$ cat config.mk
export PLATFORM = sky130hd
export DESIGN_NAME = ex_mul_seq
export DESIGN_NICKNAME = d
export VERILOG_FILES = /design/src/rtl/ex_pkg.sv /design/src/rtl/ex_mul_seq_step.sv /design/src/rtl/ex_mul_seq.sv
export SDC_FILE = /design/constraint.sdc
export NUM_CORES = 1
export LEC_CHECK = 0
export CORE_UTILIZATION = 54
export DETAILED_ROUTE_END_ITERATION = 8
export PLACE_DENSITY_LB_ADDON = 0.15
export SYNTH_ARGS = -nofsm -noshare
export SYNTH_HDL_FRONTEND = slang
export SYNTH_SLANG_ARGS = --single-unit
$ cat constraint.sdc
create_clock -name clk -period 7.1 [get_ports clk]
set_clock_uncertainty 0.15 [all_clocks]
set_input_delay 1.065 -clock clk [delete_from_list [all_inputs] [get_ports clk]]
set_output_delay 1.065 -clock clk [all_outputs]
set_load 0.01 [all_outputs]
$ cat src/rtl/ex_pkg.sv
// ex_pkg: shared types and defaults for the EX-stage multiply sequencer
package ex_pkg;
  typedef enum logic [1:0] {MS_IDLE, MS_BUSY, MS_DONE} mul_state_t;
  localparam int DEF_XLEN = 32;
  localparam int DEF_BPC = 2;
  localparam int MUL_STEPS = DEF_XLEN / DEF_BPC;
  localparam logic [4:0] ALU_ADD = 5'h00;
  localparam logic [4:0] ALU_MUL = 5'h0A;
  localparam logic [4:0] ALU_MULHU = 5'h0D;
endpackage

$ cat src/rtl/ex_mul_seq_step.sv
// mul_step: one shift-add iteration, acc + opa_sh * digit
module mul_step #(
  parameter int XLEN = 32,
  parameter int BITS_PER_CYCLE = 2
) (
  input  logic [2*XLEN-1:0]         i_acc,
  input  logic [2*XLEN-1:0]         i_opa_sh,
  input  logic [BITS_PER_CYCLE-1:0] i_digit,
  output logic [2*XLEN-1:0]         o_acc
);
  assign o_acc = i_acc + i_opa_sh * {{(2*XLEN-BITS_PER_CYCLE){1'b0}}, i_digit};
endmodule

$ cat src/rtl/ex_mul_seq.sv
// ex_mul_seq: iterative shift-add MUL/MULHU sequencer that stalls the front of the pipeline
module ex_mul_seq
  import ex_pkg::*;
#(
  parameter int XLEN = DEF_XLEN,
  parameter int BITS_PER_CYCLE = DEF_BPC
) (
  input  logic            clk,
  input  logic            rst,
  input  logic            id_ex_valid_inst,
  input  logic [4:0]      id_ex_alu_func,
  input  logic [XLEN-1:0] mul_opa,
  input  logic [XLEN-1:0] mul_opb,
  input  logic            ex_flush,
  output logic            ex_stall_out,
  output logic            mul_done,
  output logic [XLEN-1:0] mul_result
);
  localparam int STEPS = XLEN / BITS_PER_CYCLE;
  localparam int CW = $clog2(STEPS + 1);
  if (XLEN % BITS_PER_CYCLE != 0) begin : g_bpc_err
    $error("BITS_PER_CYCLE must divide XLEN");
  end
  mul_state_t        r_state;
  logic [2*XLEN-1:0] r_acc, r_opa_sh, w_acc_next;
  logic [XLEN-1:0]   r_opb_sh, r_result;
  logic [CW-1:0]     r_count;
  logic              r_sel_hi, r_done, w_req, w_last;
  assign w_req = id_ex_valid_inst & ~ex_flush &
                 (id_ex_alu_func == ALU_MUL | id_ex_alu_func == ALU_MULHU);
  assign w_last = r_count == CW'(STEPS - 1);
  assign ex_stall_out = ~rst & ((r_state == MS_IDLE) ? w_req : (r_state == MS_BUSY) & ~ex_flush);
  assign mul_done = r_done;
  assign mul_result = r_result;
  mul_step #(.XLEN(XLEN), .BITS_PER_CYCLE(BITS_PER_CYCLE)) u_step (
    .i_acc(r_acc),
    .i_opa_sh(r_opa_sh),
    .i_digit(r_opb_sh[BITS_PER_CYCLE-1:0]),
    .o_acc(w_acc_next)
  );
  // flush outranks both a new request and the final accumulate step
  always_ff @(posedge clk or posedge rst) begin
    if (rst) begin
      r_state <= MS_IDLE;
      r_acc <= '0;
      r_opa_sh <= '0;
      r_opb_sh <= '0;
      r_count <= '0;
      r_sel_hi <= 1'b0;
      r_done <= 1'b0;
      r_result <= '0;
    end else if (ex_flush) begin
      r_state <= MS_IDLE;
      r_count <= '0;
      r_done <= 1'b0;
    end else begin
      case (r_state)
        MS_IDLE: if (w_req) begin
          r_state <= MS_BUSY;
          r_acc <= '0;
          r_opa_sh <= {{XLEN{1'b0}}, mul_opa};
          r_opb_sh <= mul_opb;
          r_sel_hi <= id_ex_alu_func == ALU_MULHU;
          r_count <= '0;
        end
        MS_BUSY: begin
          r_acc <= w_acc_next;
          r_opa_sh <= r_opa_sh << BITS_PER_CYCLE;
          r_opb_sh <= r_opb_sh >> BITS_PER_CYCLE;
          r_count <= r_count + 1'b1;
          if (w_last) begin
            r_state <= MS_DONE;
            r_done <= 1'b1;
            r_result <= r_sel_hi ? w_acc_next[2*XLEN-1:XLEN] : w_acc_next[XLEN-1:0];
          end
        end
        MS_DONE: begin
          r_state <= MS_IDLE;
          r_done <= 1'b0;
        end
        default: r_state <= MS_IDLE;
      endcase
    end
  end
endmodule

==> datasheet_impl.txt, run 1 <==
Characteristics after synthesis and place and route

Parameter                              Value

CTS
  H-Tree Depth .................. 1
  Max Root-Sink Buffers .................. 3
  CTS buffer count .................. 24
  Clock tree from TritonCTS .................. done
  Hold-fix buffers, CTS .................. 0
  Buffer cell driving the clock tree root .................. clkbuf_16
  Number of setup buffers added after CTS .................. 0

Drt
  Post-route DRC violation count .................. 4
  Vias per std cell .................. roughly 5.9
  Violation tally from detailed-route iteration zero .................. between 1k and 1.5k
  Number of detailed-routing iterations run before antenna repair .................. 8
  Total routed wirelength .................. about 41000 um

Yosys
  Mean post-synth cell area .................. 8.75 sq um
  Most instantiated flip-flop cell in the synthesis netlist .................. dfrtp_1
  Yosys aoi share .................. about a fifth
  Synthesized area .................. roughly 14000 sq um
  Fraction of the mapped netlist area in adder cells .................. between 10% and 20%
  Post-synthesis sequential area ratio .................. 34.8%
  Number of warnings issued by yosys .................. 0
  Simple-Gate Fraction of Synth Area .................. 13.4%
  Count of mapped cells out of synthesis .................. 1653
  Number of different library cells in the post-synthesis netlist .................. approximately 70
  Top logic cell family in the synthesized netlist .................. AND-OR/OR-AND gates
  Yosys-reported design area after synthesis .................. roughly 14000 sq um
  Synth async-reset ratio .................. 100%
  Ys flops .................. ~200

Cells and area
  Share of final-layout standard cells stronger than drive strength 1 .................. under 10%
  Ant diodes .................. 1
  Non-clock inverter count in the final layout .................. about 200
  Comb_multi_in .................. roughly 1.2k
  Signed area change from the synthesized netlist to the final layout .................. 13.4%
  Combinational gate area .................. roughly 8300 sq um
  Finished layout cell area .................. between 15000 and 20000 sq um
  Data-path buffer share of cell area in the final layout .................. 6.96%
  Sequential portion of the cell area .................. a little over 30%
  Fillers .................. about 2.3k
  # nets final .................. approximately 1.9k
  Non-clk bufs .................. roughly 120
  Count of clock buffers in the final design .................. 34
  Seq. cell area .................. between 5000 and 6000 sq um
  Layout clock area frac .................. roughly 4.6%

Critical path
  Top delay family on crit path .................. AND-OR/OR-AND gates
  Worst r2r dst .................. mul_result[27]$_DFFE_PP0P_
  Data arrival time at the worst-slack endpoint .................. about 5.7 ns
  Kind of end point of the critical path .................. flip-flop
  Crit path max-delay cell type .................. dfrtp_2
  Ordered cell list for the critical path .................. nand2_1, fa_1, inv_1, ha_1, fa_1, a21o_1, a31o_1, a211oi_1, nand2_1, and2_1, a21boi_0, o21ba_2, xnor2_1, o21ai_0, a211oi_1
  Slowest Stage Delay on Critical Path .................. between 0.9 and 1 ns
  Startpoint of the most critical register-to-register path .................. r_opb_sh[1]$_DFFE_PP0P_
  FF-to-FF path depth .................. 15
  Data required time at the worst endpoint .................. 7.33 ns
  Critical path start-end classification .................. reg2reg
  Setup slack on the worst flop-to-flop path .................. between 1.5 and 2 ns
  Worst-path maximum fanout .................. around 47
  Sort of element at the start of the critical path .................. flip-flop

Die
  Tap cell count .................. between 300 and 400
  Die Outline Area .................. ~27000 sq um
  Placeable core region .................. roughly 26000 sq um
  Site Rows .................. ~60
  I/O pin count .................. around 110

Global route
  Pin count of the biggest net entering global routing .................. approximately 110
  Number of antenna violations at the first check in global routing .................. 2
  Vias in the first global route .................. 11.9k
  Total congestion overflow after global routing .................. 0
  Wire length of the first global-routing pass .................. approximately 65000 um

Placed design
  Detailed-placement wirelength estimate .................. between 20000 and 30000 um
  Placement-stage cell area .................. between 15000 and 20000 sq um
  Placement Setup Slack .................. roughly 1.7 ns
  Routability-driven placement congestion ratio .................. between 0.9 and 1

STA
  Final worst hold slack .................. approximately 0.33 ns
  Number of endpoints with negative hold slack in the final report .................. 0
  Pins Over Slew Limit .................. 0
  Number of failing setup endpoints in the final timing report .................. 0
  Min Clock Period, post-route .................. about 5.5 ns
  Unrepaired setup endpoints after global routing .................. false
  Share of the cycle needed by the critical path after routing .................. between 70% and 80%
  Setup tns final .................. 0 ns
  Normalized max-slew margin .................. 23.5%
  Maximum clock frequency .................. ~0.18 GHz

Pwr
  Total power .................. 3.47 mW

Status
  Violated checks .................. design-rule violations
  Outcome .................. finished, violations left

Job
  Max-cap violation count .................. 0
  Tool warnings .................. 35

Min path
  Hold path startpoint .................. r_opb_sh[7]$_DFFE_PP0P_
  Worst hold path cell count .................. 2
[run 1: state kept, by name (all words and copies together) (netlist names)]
register / flops
r_opa_sh: 64
r_acc: 64
r_opb_sh: 32
mul_result: 32
r_count: 5
r_state: 2
r_sel_hi: 1
mul_done: 1
[run 1: synthesized netlist by cell type (3+ instances only)]
master	number	area, sq um
a21boi_0	5	37.5
xnor2_1	39	342
a311oi_1	3	26.3
fa_1	63	1260
o21ai_1	7	35.0
and3_1	5	31.3
a211oi_1	11	82.6
a31oi_1	8	50.1
ha_1	65	813
mux2i_1	70	701
a22o_1	93	815
nand4_1	31	194
o21bai_1	19	143
nor3_1	12	60.1
a21oi_1	104	521
clkbuf_1	82	308
nor2b_1	5	31.3
nand2b_1	12	75.1
o21a_1	5	37.5
xor2_1	23	201
or2_2	6	37.5
inv_1	194	728
clkbuf_2	3	15.0
nand3_1	10	50.1
o21ai_0	132	661
or3_1	6	37.5
dfrtp_1	201	5030
o31ai_1	6	45.0
a22oi_1	6	45.0
nor2_1	56	210
nor4_1	6	37.5
a211oi_2	3	37.5
nand2_1	267	1000
buf_2	12	60.1
a32o_1	3	30.0
a21o_1	24	180
and2_1	15	93.8
[run 1: through the flow]
step                instances  utilization [%]
CTS                      2044             62.8
finish                   2045             62.8
global placement         2003             59.9
floorplan                1653                -
global route             2044             62.8
detailed placement       2003             59.9
[run 1: how the worst max path moves through the flow]
stage                     depth (start not counted)  slack [ns]               startpoint                          to
final                                            15        1.64  r_opb_sh[1]$_DFFE_PP0P_  mul_result[27]$_DFFE_PP0P_
after global routing                             15        1.43  r_opb_sh[1]$_DFFE_PP0P_  mul_result[27]$_DFFE_PP0P_
after CTS                                        15        1.64  r_opb_sh[1]$_DFFE_PP0P_  mul_result[27]$_DFFE_PP0P_
after detailed placement                         15        1.67  r_opb_sh[1]$_DFFE_PP0P_  mul_result[27]$_DFFE_PP0P_
after global placement                           15        1.73  r_opb_sh[1]$_DFFE_PP0P_  mul_result[27]$_DFFE_PP0P_
after floorplan                                   1        0.40                      rst        mul_done$_DFFE_PP0P_
[run 1: cell usage in the layout (no fill, tap or decap), drive strengths merged, types with 3 or more instances in the layout]
cell / instances
and3: 5
clkdlybuf4s50: 106
o31ai: 8
a32o: 3
mux2i: 70
o311ai: 5
or3: 6
nand2: 267
nor2b: 5
nand3: 10
ha: 65
xor2: 23
a21o: 24
clkinv: 8
nand2b: 12
nor3: 13
o21a: 5
a31oi: 8
a21boi: 6
fa: 63
nor4: 6
a211oi: 14
dfrtp: 201
a22o: 93
nand4: 31
xnor2: 39
o21ai: 139
and2: 15
a311oi: 3
inv: 194
clkbuf: 34
a22oi: 6
nor2: 57
o21bai: 19
or2: 7
a21oi: 104
buf: 9
[run 1: where the power goes]
part           switching, mW  internal (mW)  leakage (nW)
logic                  0.553          0.311          5.12
clock network          0.499          0.674         0.369
registers              0.152           1.28          2.72
[run 1: per-layer routing]
metal	global-route usage [%]	vias up	routed length, um
met5	0	-	13
met3	4.64	93	2710
met2	46.8	420	18400
li1	-	5722	-
met4	10.8	2	1530
met1	41.9	5908	17900
[run 1: tightest hold or removal path: stages (launching register included)]
cell     delay, ns
dfrtp_1       0.34
nand2_1       0.05
o21ai_0       0.06
**Run 1: signal metal coverage by tile**

33 x 33 tiles, from white (low) to dark blue (high), scaled to the fullest tile. Values are wire area over tile area, all layers added.
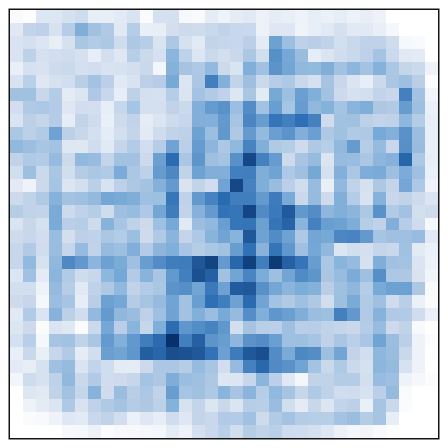
fullest tile: 0.73
tiles over half the peak: 19%
nearly empty tiles: 3.1%
densest ninth of the die: centre
detail-routed net length per standard cell: 19.8 um
overall fraction of global-route tracks in use: 29.8%
overall via count from detail_route: 12.1k

**Run 1: layout detail**

Bar = 5 um. Window x 73 to 93, y 106 to 126 um. Cells in grey, sequential cells in the stronger grey; small squares are vias.
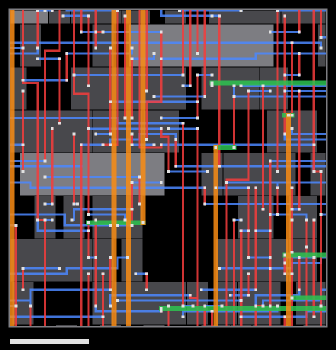
| layer | colour |
|---|---|
| M4 | orange |
| M2 | red |
| M1 | blue |
| M3 | green |
cells with their middle in the window: 30
netlist names of flops here include: mul_result (1), r_acc (1)
most frequent: inv_1 (5), nand2_1 (4)
sequential cells in the window: 2

**Run 1: pin map**

Bar = 50 um. Pins as bars across the die edge, other pins in grey.
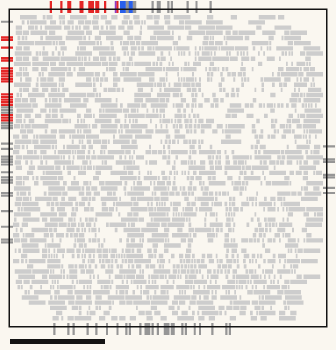
| port | colour | pins | direction | edge |
|---|---|---|---|---|
| id_ex_alu_func | blue | 5 | input | top |
| mul_opb | red | 32 | input | 19 left, 13 top |
| mul_done | purple | 1 | output | top |
all pins by edge: 42 left, 31 top, 27 bottom, 7 right
number of I/O port buffers: 106
horizontal die dimension: 166 um
die y size: 166 um

**Run 1: gate-type map**

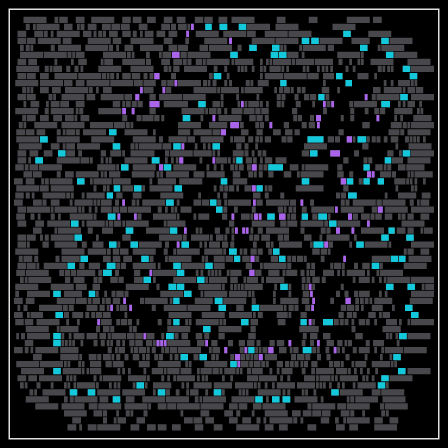
| family | colour | cells |
|---|---|---|
| non-inverting ao/oa cells | cyan | 136 |
| nor cells | purple | 83 |
proportion of cell area occupied by multi-input gates: 50.7%
most frequent logic cell in the layout: nand2_1
final non-filler cell total: 2045

==> inputs of run 2 (changes only) <==
- CORE_UTILIZATION: 54 -> 55
- clock period: 7.1 -> 5.18 ns (I/O delays scaled with it)
==> run 2 against run 1 <==
Effect of this change:
- the run now ends clean
- setup slack worse by 1.3 ns
- via count rose by 0.72%
- largest power group unchanged
- utilization rose by 2.5 points
- global-route usage grew 1.0 points
- non-clock buffer count up 12
- fmax is 13% higher
- area after synthesis stayed put
- critical path depth is the same
- hold slack is essentially flat
- sequential cell count unchanged
- critical path type unchanged
==> datasheet_impl.txt, run 2 <==
Characteristics after synthesis and place and route

Parameter                              Value

STA
  Setup tns final .................. 0 ns
  Number of failing setup endpoints in the final timing report .................. 0
  Unrepaired setup endpoints after global routing .................. false
  Number of endpoints with negative hold slack in the final report .................. 0
  Maximum clock frequency .................. 0.207 GHz
  Share of the cycle needed by the critical path after routing .................. ~93%

Yosys
  Number of different library cells in the post-synthesis netlist .................. 69
  Post-synthesis sequential area ratio .................. a little over a third
  Yosys-reported design area after synthesis .................. 14500 sq um
  Synthesized area .................. around 14000 sq um
  Synth async-reset ratio .................. 100%
  Mean post-synth cell area .................. 8.75 sq um
  Library cell occupying the most area in the post-synthesis netlist .................. dfrtp_1
  Cell with the most instances after synthesis .................. nand2_1
  Ys flops .................. approximately 200
  Most instantiated flip-flop cell in the synthesis netlist .................. dfrtp_1
  Number of warnings issued by yosys .................. 0
  Count of mapped cells out of synthesis .................. between 1.5k and 2k

Global route
  Number of antenna violations at the first check in global routing .................. 0
  Routing usage on met1 .................. approximately 45%
  Pin count of the biggest net entering global routing .................. approximately 110
  Busiest layer in global routing .................. met2
  Global-route met3 utilization .................. roughly 3.5%
  Met2 track demand over resource .................. between 40% and 50%
  Total congestion overflow after global routing .................. 0

CTS
  Max Root-Sink Buffers .................. 3
  Hold-fix buffers, CTS .................. 0
  Number of setup buffers added after CTS .................. 0
  Clock tree from TritonCTS .................. done
  H-Tree Depth .................. 1

Placed design
  Placed cells .................. between 2k and 2.5k
  Detailed-placement wirelength estimate .................. around 30000 um
  Number of I/O port buffers .................. between 100 and 150

Critical path
  Critical path start-end classification .................. reg2reg
  Worst-path maximum fanout .................. 38
  Setup slack on the worst flop-to-flop path .................. about 0.35 ns
  Startpoint of the most critical register-to-register path .................. r_opb_sh[1]$_DFFE_PP0P_
  FF-to-FF path depth .................. 15
  Data arrival time at the worst-slack endpoint .................. roughly 5.2 ns

Cells and area
  Signed area change from the synthesized netlist to the final layout .................. 14.9%
  Share of final-layout standard cells stronger than drive strength 1 .................. between 5 and 6%
  Leading cell types in the layout, fill and taps excluded .................. nand2_1 (266), dfrtp_1 (198), inv_1 (193)
  Utilization of the core after routing .................. 65.2%
  Final non-filler cell total .................. a little over 2k
  Largest registers .................. r_acc x64, r_opa_sh x64
  # nets final .................. about 1.9k
  Most frequent logic cell in the layout .................. nand2_1

Die
  Die Outline Area .................. 26900 sq um
  Site Rows .................. approximately 58
  Placeable core region .................. around 25000 sq um

Min path
  Hold path startpoint .................. r_opb_sh[14]$_DFFE_PP0P_
  Worst hold path cell count .................. 2

Status
  Outcome .................. completed

Drt
  Detail-routed net length per standard cell .................. approximately 20 um

Job
  Tool warnings .................. 28
[run 2: cell counts after synthesis]
No cell type changed its count.
[run 2: cells by family (layout without fill, tap and decap cells)]
family / Yosys count / after routing / share of synthesized area, %
compound gates: 456 / 456 / 21.0
xor+xnor: 62 / 62 / 3.76
flops: 201 / 201 / 34.8
fa+ha+maj: 128 / 128 / 14.3
simple gates: 440 / 440 / 13.4
mux: 70 / 70 / 4.85
buf+inv: 296 / 367 / 7.87
[run 2: timing repair]
item,4_1_cts,5_1_grt
hold endpoints to repair,0,0
endpoints found under the setup margin,0,3
gates resized,0,2
[run 2: cell type report]
cell class,count,area (sq um)
Sequential cell,201,5040
Multi-Input combinational cell,1156,8320
Inverter,196,739
Tap cell,330,413
Clock inverter,12,169
Clock buffer,32,671
Fill cell,2117,8850
Timing Repair Buffer,127,1270
[run 2: metrics by stage]
stage / setup WS, ns / hold WS (ns)
3_5_place_dp: 0.271 / 0.321
5_1_grt: 0.110 / 0.360
4_1_cts: 0.230 / 0.335
3_3_place_gp: 0.359 / 0.312
2_1_floorplan: 0.846 / 0.299
6_report: 0.354 / 0.327
[run 2: how the worst max path moves through the flow]
stage	from	endpoint	slack (ns)
detailed placement	r_opb_sh[1]$_DFFE_PP0P_	mul_result[21]$_DFFE_PP0P_	0.27
finish	r_opb_sh[1]$_DFFE_PP0P_	mul_result[21]$_DFFE_PP0P_	0.35
global placement	r_opb_sh[1]$_DFFE_PP0P_	mul_result[21]$_DFFE_PP0P_	0.36
global route	r_opb_sh[1]$_DFFE_PP0P_	mul_result[21]$_DFFE_PP0P_	0.11
CTS	r_opb_sh[1]$_DFFE_PP0P_	mul_result[21]$_DFFE_PP0P_	0.23
floorplan	r_opb_sh[1]$_DFFE_PP0P_	r_acc[59]$_DFFE_PP0P_	0.85
[run 2: layer usage]
layer / vias to the layer above / share of wire [%]
li1: 5743 / -
met2: 411 / 45
met1: 5996 / 46
met4: 0 / 3.4
met3: 83 / 5.9
met5: - / 0
[run 2: worst max-delay path: stages, from the launching register on]
cell and delay (ns):
dfrtp_4 0.63, buf_12 0.27, nand2_1 0.11, fa_1 0.52, inv_1 0.04, ha_1 0.43
nand4_1 0.22, or3_1 0.43, or2_0 0.27, o32ai_1 0.30, a211oi_2 0.15, o31ai_4 0.40
a21oi_1 0.13, xnor2_1 0.36, mux2i_1 0.15, o21ai_1 0.15
[run 2: where the power goes]
group	internal, mW	leakage, nW	switching [mW]
Sequential	1.75	2.72	0.213
Clock	1.07	0.407	0.717
Combinational	0.445	5.18	0.755
Total	3.27	8.30	1.68
**Run 2: pin map**

Bar = 50 um. Pins as bars across the die edge, other pins in grey.
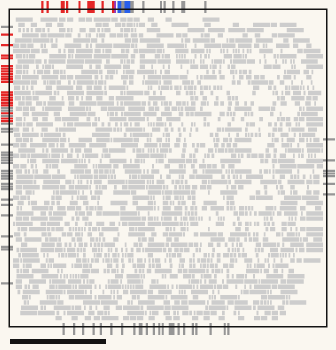
die y size: 164 um
horizontal die dimension: 164 um

No activity file was given, so power comes from the tool's default toggle rates.
